==> run_1/congestion_map.png <==
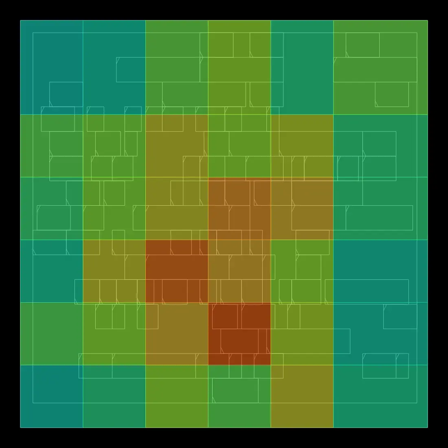
==> run_1/layers.png <==
Bar = 10 um. Only two layers are drawn.
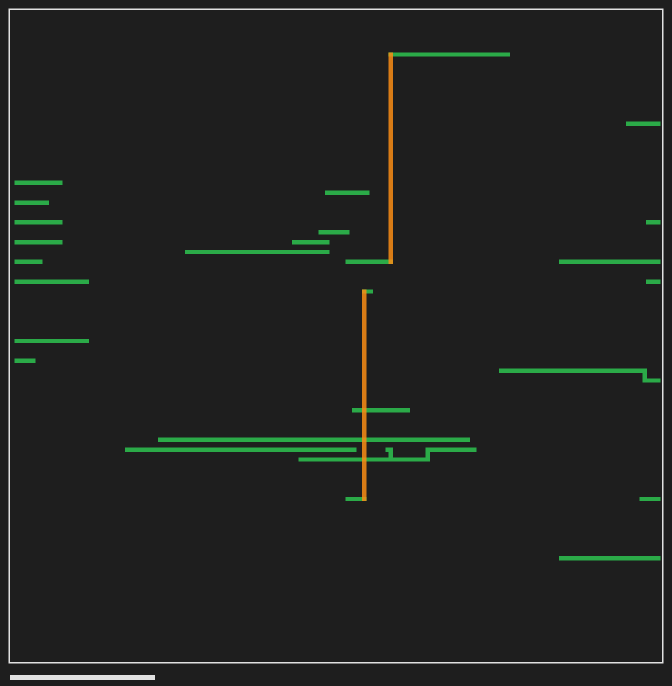
==> run_1/route_heat.png <==
9 x 9 tiles, from white (low) to dark blue (high), scaled to the fullest tile. Values are wire area over tile area, all layers added.
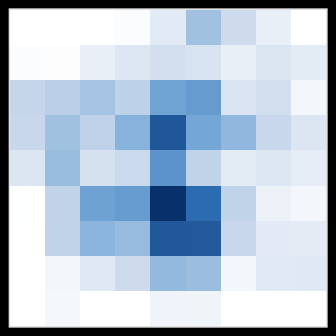
--- src/rtl/bcd_pkg.sv ---
// Shared BCD definitions for the decade counters: digit type, limits and the
// per-digit clamp applied to loaded values.
package bcd_pkg;
  localparam int         BCD_W   = 4;
  localparam logic [3:0] BCD_MAX = 4'd9;

  typedef logic [BCD_W-1:0] bcd_digit_t;

  typedef enum logic {
    ST_IDLE  = 1'b0,
    ST_COUNT = 1'b1
  } timer_state_e;

  function automatic bcd_digit_t bcd_clamp(input bcd_digit_t d);
    return (d > BCD_MAX) ? BCD_MAX : d;
  endfunction
endpackage

--- src/rtl/decade_down_stage.sv ---
// One BCD decade of the down-counter. borrow_in means "every lower digit is 0";
// the digit decrements when dec is high and borrow_in is set.
module decade_down_stage
  import bcd_pkg::*;
(
  input  logic       clk,
  input  logic       reset,
  input  logic       load,
  input  bcd_digit_t load_digit,
  input  logic       dec,
  input  logic       borrow_in,
  output logic       borrow_out,
  output bcd_digit_t digit
);
  bcd_digit_t digit_q, digit_d;

  always_comb begin
    digit_d = digit_q;
    if (load) begin
      digit_d = load_digit;
    end else if (dec && borrow_in) begin
      digit_d = (digit_q == '0) ? BCD_MAX : digit_q - 4'd1;
    end
  end

  always_ff @(posedge clk or posedge reset) begin
    if (reset) digit_q <= '0;
    else       digit_q <= digit_d;
  end

  assign borrow_out = borrow_in & (digit_q == '0);
  assign digit      = digit_q;
endmodule

--- src/rtl/bcd_countdown_timer.sv ---
// Loadable multi-digit BCD down-counter with a one-cycle done pulse at zero.
// Optional macro BCD_TIMER_AUTO_RELOAD_EN reloads the start value after zero.
module bcd_countdown_timer
  import bcd_pkg::*;
#(
  parameter int DIGITS = 2
) (
  input  logic                  clk,
  input  logic                  reset,
  input  logic                  enable,
  input  logic                  load,
  input  logic [4*DIGITS-1:0]   load_val,
  output logic [4*DIGITS-1:0]   cnt,
  output logic                  busy,
  output logic                  zero,
  output logic                  done
);
  // load and enable are level qualifiers sampled at each rising edge; there is
  // no backpressure, and load always overrides enable in the same cycle.
  timer_state_e        state_q, state_d;
  logic                done_q, done_d;
  logic [4*DIGITS-1:0] load_clamped;
  logic [4*DIGITS-1:0] stage_load_val;
  logic [DIGITS:0]     borrow;
  logic                stage_load;
  logic                dec_en;
  logic                is_one;
  logic                reload_fire;

  always_comb begin
    load_clamped = '0;
    for (int i = 0; i < DIGITS; i++) begin
      load_clamped[i*BCD_W +: BCD_W] = bcd_clamp(load_val[i*BCD_W +: BCD_W]);
    end
  end

  // The borrow chain doubles as the zero detector: the top borrow is set only
  // when every digit is 0.
  assign borrow[0] = 1'b1;
  assign zero      = borrow[DIGITS];
  assign is_one    = (cnt == (4*DIGITS)'(1));

`ifdef BCD_TIMER_AUTO_RELOAD_EN
  logic [4*DIGITS-1:0] reload_q, reload_d;

  always_comb begin
    reload_d = load ? load_clamped : reload_q;
  end

  always_ff @(posedge clk or posedge reset) begin
    if (reset) reload_q <= '0;
    else       reload_q <= reload_d;
  end

  // A busy counter sitting at 0 restarts from the stored start value.
  assign reload_fire    = enable & ~load & (state_q == ST_COUNT) & zero;
  assign stage_load_val = load ? load_clamped : reload_q;
`else
  assign reload_fire    = 1'b0;
  assign stage_load_val = load_clamped;
`endif

  assign stage_load = load | reload_fire;

  always_comb begin
    state_d = state_q;
    done_d  = 1'b0;
    dec_en  = 1'b0;
    if (load) begin
      state_d = (load_clamped != '0) ? ST_COUNT : ST_IDLE;
    end else if (enable && (state_q == ST_COUNT) && !reload_fire) begin
      dec_en = 1'b1;
      if (is_one) begin
        done_d = 1'b1;
`ifndef BCD_TIMER_AUTO_RELOAD_EN
        state_d = ST_IDLE;
`endif
      end
    end
  end

  always_ff @(posedge clk or posedge reset) begin
    if (reset) begin
      state_q <= ST_IDLE;
      done_q  <= 1'b0;
    end else begin
      state_q <= state_d;
      done_q  <= done_d;
    end
  end

  for (genvar g = 0; g < DIGITS; g++) begin : g_digit
    decade_down_stage u_stage (
      .clk        (clk),
      .reset      (reset),
      .load       (stage_load),
      .load_digit (stage_load_val[g*BCD_W +: BCD_W]),
      .dec        (dec_en),
      .borrow_in  (borrow[g]),
      .borrow_out (borrow[g+1]),
      .digit      (cnt[g*BCD_W +: BCD_W])
    );
  end

  assign busy = (state_q == ST_COUNT);
  assign done = done_q;
endmodule

--- config.mk ---
export PLATFORM = sky130hd
export DESIGN_NAME = bcd_countdown_timer
export DESIGN_NICKNAME = d
export VERILOG_FILES = /design/src/rtl/bcd_pkg.sv /design/src/rtl/decade_down_stage.sv /design/src/rtl/bcd_countdown_timer.sv
export SDC_FILE = /design/constraint.sdc
export NUM_CORES = 1
export LEC_CHECK = 0
export CAP_MARGIN = 20
export CELL_PAD_IN_SITES_DETAIL_PLACEMENT = 0
export CELL_PAD_IN_SITES_GLOBAL_PLACEMENT = 1
export CORE_UTILIZATION = 33
export DETAILED_ROUTE_END_ITERATION = 10
export PLACE_DENSITY_LB_ADDON = 0.1
export SLEW_MARGIN = 5
export SYNTH_ARGS = -nofsm -noshare
export SYNTH_HDL_FRONTEND = slang
export SYNTH_SLANG_ARGS = --single-unit
--- constraint.sdc ---
create_clock -name clk -period 2.2 [get_ports clk]
set_input_delay 0.44 -clock clk [delete_from_list [all_inputs] [get_ports clk]]
set_output_delay 0.44 -clock clk [all_outputs]
set_load 0.05 [all_outputs]
==> job_summary.md, run 1 <==
## PnR job results

| Metric | Value |
|---|---|
| Cell area after synthesis | `between 600 and 700 um2` |
| Final slew viol count | `0` |
| Number of buffers added by the clock tree synthesis step | `3` |
| Biggest area cells | `sky130_fd_sc_hd__dfrtp_1 41%, sky130_fd_sc_hd__a31oi_1 4.1%, sky130_fd_sc_hd__nor4_4 3.5%, sky130_fd_sc_hd__a21oi_1 3.3%, sky130_fd_sc_hd__nand2b_1 3.1%` |
| Post-placement worst setup slack | `298 ps` |
| Largest stage delay on the critical path | `860 ps` |
| Slew HR | `65.8%` |
| Clock-pin slew of the registers on the worst-case setup and hold paths | `70 ps` |
| Max Fclk | `0.484 GHz` |
| Setup Crit Path Kind | `flop to primary output` |
| Actual slew at the worst max-slew pin | `512 ps` |
| Worst Setup Slack, final | `roughly 130 ps` |
| Placed cell count | `approximately 110` |
| TritonCTS clock tree | `built` |
| Synth warn | `0` |
| Number of inserted filler cells in the final layout | `around 170` |
| Sum of met2 wire segment lengths after detailed routing | `681 um` |
| Setup-violating endpoint count in the final report | `0` |
| Initial core utilization | `35.1%` |
| Result of the run | `finished, final reports clean` |
| Number of endpoints with negative hold slack in the final report | `0` |
| Yosys stat cell total | `65` |
| Worst Path Arrival | `1630 ps` |
| Cts-stage hold buffer count | `0` |
| Number of maximum-capacitance constraint violations | `0` |
| Die X-Extent | `approximately 45 um` |
| Layout-stage area growth over the synthesis result | `50.1%` |
| Static leakage power | `roughly 0.35 nW` |
| Fraction of the yosys area taken by sequential cells | `41.2%` |
| Hold Crit Class | `input port to async pin` |
| Yosys top cell by area | `sky130_fd_sc_hd__dfrtp_1` |
| Drc violations | `0` |
| Largest fanout of any net on the critical path | `7` |
| Core area | `1730 um2` |
| Ys flops | `10` |
| WL per Instance | `between 10 and 15 um` |
| Buffer count from post-CTS setup fixing | `0` |
| WL met3 | `135 um` |
| Setup repair after global routing missed its margin | `false` |
| Drt via density | `5.44` |
| Weighted congestion reported at the end of routability-driven placement | `0.715` |
| Slowest cell on the critical path | `sky130_fd_sc_hd__clkdlybuf4s50_1` |
| Count of distinct cell types in the synthesized netlist | `31` |
-- congestion_map.png (at the start) --
grt peak-use layer: met2
met1 GRT Util: 25.4%
total global routing track utilization: 17.8%

-- layers.png (at the start) --
Orange marks M4, wire length 28.6 um. Green marks M3, wire length 136 um.
routed wire length: 1540 um
Vias: 626

-- route_heat.png (at the start) --
The mean over all tiles is 0.13. 20% of the tiles are nearly empty. The fullest tile reaches 0.54. The densest ninth of the die: center. 14% of the tiles are over half the peak.

==> run 1: registers in the layout (all words and copies together) (netlist names) <==
| signal | cells |
|---|---|
| busy | 1 |
| done | 1 |
| g_digit.u_stage.digit | 8 |
==> run 1: report_power, final <==
group	switching, mW	leakage [nW]	internal, mW
logic	0.117	0.213	0.0760
registers	0.0259	0.116	0.200
clock network	0.0725	0.0210	0.101
==> run 1: synthesized netlist by cell type (all sizes together) <==
master	number
o2111ai	1
nand3	1
a21oi	4
nor4	4
o31ai	1
o21ai	3
inv	4
dfrtp	10
nand2b	3
or3	2
o21a	2
nand4bb	1
and4bb	1
a211oi	1
a311o	1
a22o	1
nand3b	2
a22oi	1
buf	1
a31oi	4
nand2	3
or2	1
nor3	4
and3	1
nor2	5
xor2	1
or4	1
clkinv	1
==> run 1: final timing paths <==
check | startpoint | to | cells past startpoint | slack (ps)
min in group clk | g_digit[1].u_stage.digit[1] | g_digit[1].u_stage.digit[1] | 2 | 610
worst min register to register | g_digit[1].u_stage.digit[1] | g_digit[1].u_stage.digit[1] | 2 | 610
worst max-delay path | g_digit[0].u_stage.digit[0] | cnt[0] | 1 | 130
worst max register to register | g_digit[0].u_stage.digit[0] | g_digit[1].u_stage.digit[2] | 3 | 670
worst min-delay path | reset | g_digit[1].u_stage.digit[2] | 2 | 440
max in group asynchronous | reset | g_digit[0].u_stage.digit[1] | 2 | 1480
==> run 1: final cells by class <==
type | count | area share [%]
Inverter | 5 | 2.06
Timing Repair Buffer | 22 | 25.3
Multi-Input combinational cell | 49 | 37.8
Clock buffer | 4 | 3.98
Sequential cell | 10 | 27.5
Tap cell | 25 | 3.43
==> run 1: metal layers <==
metal / global-route usage, % / vias up
met3: 1.60 / 4
met1: 25.4 / 285
met5: 0 / -
met4: 9.09 / 0
li1: - / 297
met2: 26.8 / 40
==> run 1: layout by cell type (no fill, tap or decap), types with 2 or more instances in the layout <==
cell / synthesis / layout
sky130_fd_sc_hd__o21ai_0: 3 / 3
sky130_fd_sc_hd__o21a_1: 2 / 2
sky130_fd_sc_hd__clkdlybuf4s50_1: 0 / 21
sky130_fd_sc_hd__a31oi_1: 4 / 4
sky130_fd_sc_hd__nand3b_1: 2 / 2
sky130_fd_sc_hd__clkbuf_4: 0 / 3
sky130_fd_sc_hd__nand2b_1: 3 / 3
sky130_fd_sc_hd__dfrtp_1: 10 / 10
sky130_fd_sc_hd__inv_1: 4 / 4
sky130_fd_sc_hd__nor3_1: 3 / 2
sky130_fd_sc_hd__a21oi_1: 4 / 4
sky130_fd_sc_hd__nor4_1: 3 / 3
sky130_fd_sc_hd__nand2_1: 3 / 3
sky130_fd_sc_hd__nor2_1: 5 / 5
==> run 1: stage by stage <==
stage                     area, um2  total power [mW]
after floorplan                 618             0.347
after global placement          875             0.422
after detailed placement        875             0.422
after CTS                       911             0.595
after global routing            911             0.619
final                           911             0.593
==> run 1: logic make-up (layout without fill, tap and decap cells) <==
kind of cell	after synthesis	after routing	share of synthesized area, %
AND/OR/NAND/NOR	29	29	32.8
AND-OR/OR-AND	19	19	20.6
flip-flops	10	10	41.2
buffers and inverters	6	31	3.92
XOR/XNOR	1	1	1.44
==> run_1/closeup.png <==
Bar = 5 um. Window x 24 to 44, y 24 to 44 um. Cells in gray, sequential cells in the stronger gray; small squares are vias.
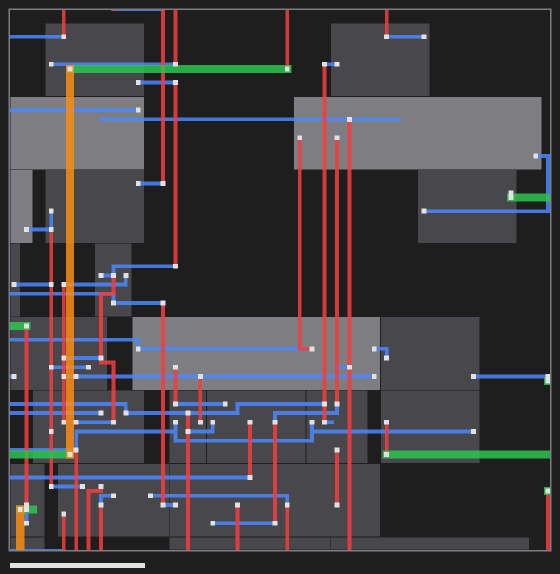

## Run 2: what changed since run 1
MAX_ROUTING_LAYER = met4   (was unset)
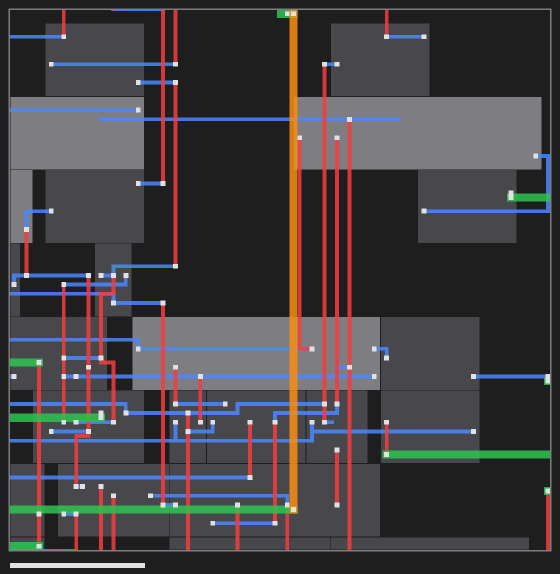
(run_2/closeup.png)
Bar = 5 um. Window x 24 to 44, y 24 to 44 um. Cells in gray, sequential cells in the stronger gray; small squares are vias.
Blue marks M1. Green marks M3. Red marks M2. Orange marks M4.
Most frequent: clkdlybuf4s50_1 (6), dfrtp_1 (3). Sequential cells in the window: 3. 17 logic cells have their middle in the window.

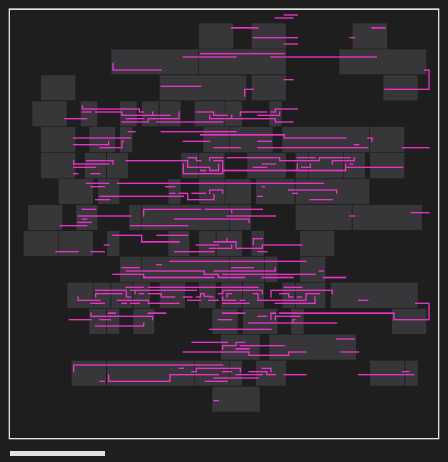
(run_2/m1.png)
Bar = 10 um. Cells faint in the background.
The layer carries 692 um of wire. The layer holds 45% of the routed length. 84 nets have wire on it. The wires run mostly horizontal. The longest straight run is 21.6 um.

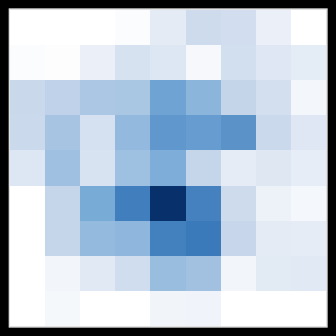
(run_2/route_heat.png)
9 x 9 tiles, from white (low) to dark blue (high), scaled to the fullest tile. Values are wire area over tile area, all layers added.
total global routing track utilization: 18.1%
routed wire length: 1540 um

==> run 2 against run 1 <==
Against the previous run:
- register-to-register slack about the same
- die size is the same
- hold slack got worse by 1.2 ps
- worst setup slack got worse by 0.62 ps
- area after synthesis unchanged
- final area unchanged
==> job_summary.md, run 2 <==
## PnR job results

| Metric | Value |
|---|---|
| Setup-violating endpoint count in the final report | `0` |
| Count of placed standard cells in the final layout, fillers left out | `115` |
| Clock period minus worst slack | `2070 ps` |
| Number of flops mapped to enable cells by yosys | `0` |
| Num rows | `15` |
| TritonCTS clock tree | `built` |
| Initial core utilization | `35.1%` |
| Worst endpoint required time | `1760 ps` |
| Placed cell count | `111` |
| Total negative setup slack | `0 ps` |
| Weighted congestion reported at the end of routability-driven placement | `0.723` |
| Vias | `621` |
| Chip area | `2010 um2` |
| Number of endpoints with negative hold slack in the final report | `0` |
| Drt via density | `5.40` |
| Clock-pin slew of the registers on the worst-case setup and hold paths | `~70 ps` |
| Worst setup path startpoint | `g_digit[0].u_stage.digit[0]` |
| Layout-stage area growth over the synthesis result | `50.1%` |
| Most frequently placed logic cell in the final layout | `sky130_fd_sc_hd__clkdlybuf4s50_1` |
| Highest ir drop seen on vdd | `between 0.0002 and 0.0003 V` |
| Syn_nets | `77` |
| Critical path depth in cells | `1` |
| Actual slew at the worst max-slew pin | `510 ps` |
| Element type at the critical path end | `primary output` |
| Buffer count from post-CTS setup fixing | `0` |
| WL per Instance | `13.4 um` |
| Crit path buffers/inverters | `1` |
| Ys flops | `10` |
| Max FFs per register | `8` |
| Drc violations | `0` |
| Fraction of registers with async set or reset after synthesis | `100%` |
| Worst Path Arrival | `roughly 1600 ps` |
| Biggest area cells | `sky130_fd_sc_hd__dfrtp_1 41%, sky130_fd_sc_hd__a31oi_1 4.1%, sky130_fd_sc_hd__nor4_4 3.5%, sky130_fd_sc_hd__a21oi_1 3.3%, sky130_fd_sc_hd__nand2b_1 3.1%` |
| Count of instances resized after the clock tree is built | `0` |
| Synth warn | `0` |
| Grt total ovfl | `0` |
| I/O pin count | `23` |
| Cts-stage hold buffer count | `0` |
| Number of maximum-capacitance constraint violations | `0` |
| Cell area after synthesis | `607 um2` |
| Clk Tree Root Cell | `sky130_fd_sc_hd__clkbuf_4` |
| Slew HR | `65.9%` |
| Total cell area reported by yosys after synthesis | `607 um2` |
| Average instance area after synthesis | `9.34 um2` |
| CP Launch Type | `flop` |
| Antenna diode instance count | `0` |
| R2r setup slk | `670 ps` |
| Max Fclk | `0.484 GHz` |
| Final slew viol count | `0` |
| Yosys top cell by area | `sky130_fd_sc_hd__dfrtp_1` |
| Most common cell in the netlist | `sky130_fd_sc_hd__dfrtp_1` |
| Number of buffers added by the clock tree synthesis step | `3` |
| Fraction of the yosys area taken by sequential cells | `between 40% and 50%` |
| Result of the run | `finished, final reports clean` |
| Clock Latency Late Sink | `270 ps` |
| Slowest cell on the critical path | `sky130_fd_sc_hd__clkdlybuf4s50_1` |
| First-pass GRT wire length | `2580 um` |
| Setup Crit Path Kind | `flop to primary output` |
| Number of cells on the worst reg-to-reg path | `3` |
| Largest fanout of any net on the critical path | `7` |
| Dominant register cell | `sky130_fd_sc_hd__dfrtp_1` |
| Yosys stat cell total | `65` |
| Maximum buffer depth of the clock tree | `2` |
| Largest stage delay on the critical path | `860 ps` |
| Hold Crit Class | `input port to async pin` |
| Capturing instance or port of the critical path | `cnt[0]` |
| Static leakage power | `approximately 0.35 nW` |
| Vias in the first global route | `595` |
| Endpoint of the worst register-to-register path | `g_digit[1].u_stage.digit[2]` |
| Die X-Extent | `44.9 um` |
| Top library cells by usage in the layout, fill and taps aside | `21 x sky130_fd_sc_hd__clkdlybuf4s50_1, 10 x sky130_fd_sc_hd__dfrtp_1, 5 x sky130_fd_sc_hd__nor2_1` |
| Count of distinct cell types in the synthesized netlist | `31` |
| Core area | `around 1700 um2` |
| Startpoint of the worst-slack reg-to-reg timing path | `g_digit[0].u_stage.digit[0]` |
| Cell count after synthesis | `65` |
| Most frequent cells after synthesis | `10 x sky130_fd_sc_hd__dfrtp_1, 5 x sky130_fd_sc_hd__nor2_1, 4 x sky130_fd_sc_hd__a21oi_1, 4 x sky130_fd_sc_hd__a31oi_1, 4 x sky130_fd_sc_hd__inv_1` |
| Overall power consumption | `593 uW` |
| Setup repair after global routing missed its margin | `false` |
==> run 2: report_power, final <==
group | total (mW) | leakage (nW) | internal (mW) | switching (mW)
clock | 0.175 | 0.0210 | 0.101 | 0.0740
sequential | 0.226 | 0.116 | 0.200 | 0.0257
combinational | 0.193 | 0.213 | 0.0760 | 0.117
==> run 2: layout make-up <==
class,count,area (um2)
Fill cell,172,816
Clock buffer,4,36.3
Multi-Input combinational cell,49,344
Sequential cell,10,250
Timing Repair Buffer,22,230
Tap cell,25,31.3
Inverter,5,18.8
==> run 2: per-layer routing <==
metal | part of all wire, % | routed length (um) | vias up | global-route usage [%]
li1 | - | - | 297 | -
met1 | 45 | 692 | 283 | 24.6
met2 | 44 | 678 | 37 | 27.1
met3 | 8.8 | 135 | 4 | 1.60
met4 | 2.0 | 31 | 0 | 9.09
met5 | 0 | 0 | - | -
==> run 2: worst min path at each step <==
stage / slack [ps] / to / depth (start not counted) / from
2_1_floorplan: 280 / busy / 1 / reset
3_3_place_gp: 600 / g_digit[1].u_stage.digit[1] / 2 / g_digit[1].u_stage.digit[1]
3_5_place_dp: 600 / g_digit[1].u_stage.digit[1] / 2 / g_digit[1].u_stage.digit[1]
4_1_cts: 460 / g_digit[0].u_stage.digit[3] / 2 / reset
5_1_grt: 510 / g_digit[0].u_stage.digit[3] / 2 / reset
6_report: 440 / g_digit[1].u_stage.digit[2] / 2 / reset
==> run 2: cells by family after synthesis <==
family	after synthesis	synth area share (%)
AOI/OAI and AO/OA	19	20.6
DFF	10	41.2
xor gates and xnor gates	1	1.44
buffers and inverters	6	3.92
and+or+nand+nor	29	32.8
==> run 2: per-stage QoR <==
step | hold slack [ps] | setup WS (ps) | instance area [um2]
final | 441 | 132 | 911
after floorplan | 280 | 116 | 618
after detailed placement | 598 | 298 | 875
after global routing | 514 | 76.9 | 911
after CTS | 464 | 118 | 911
after global placement | 598 | 300 | 875
No activity file was given, so power comes from the tool's default toggle rates.
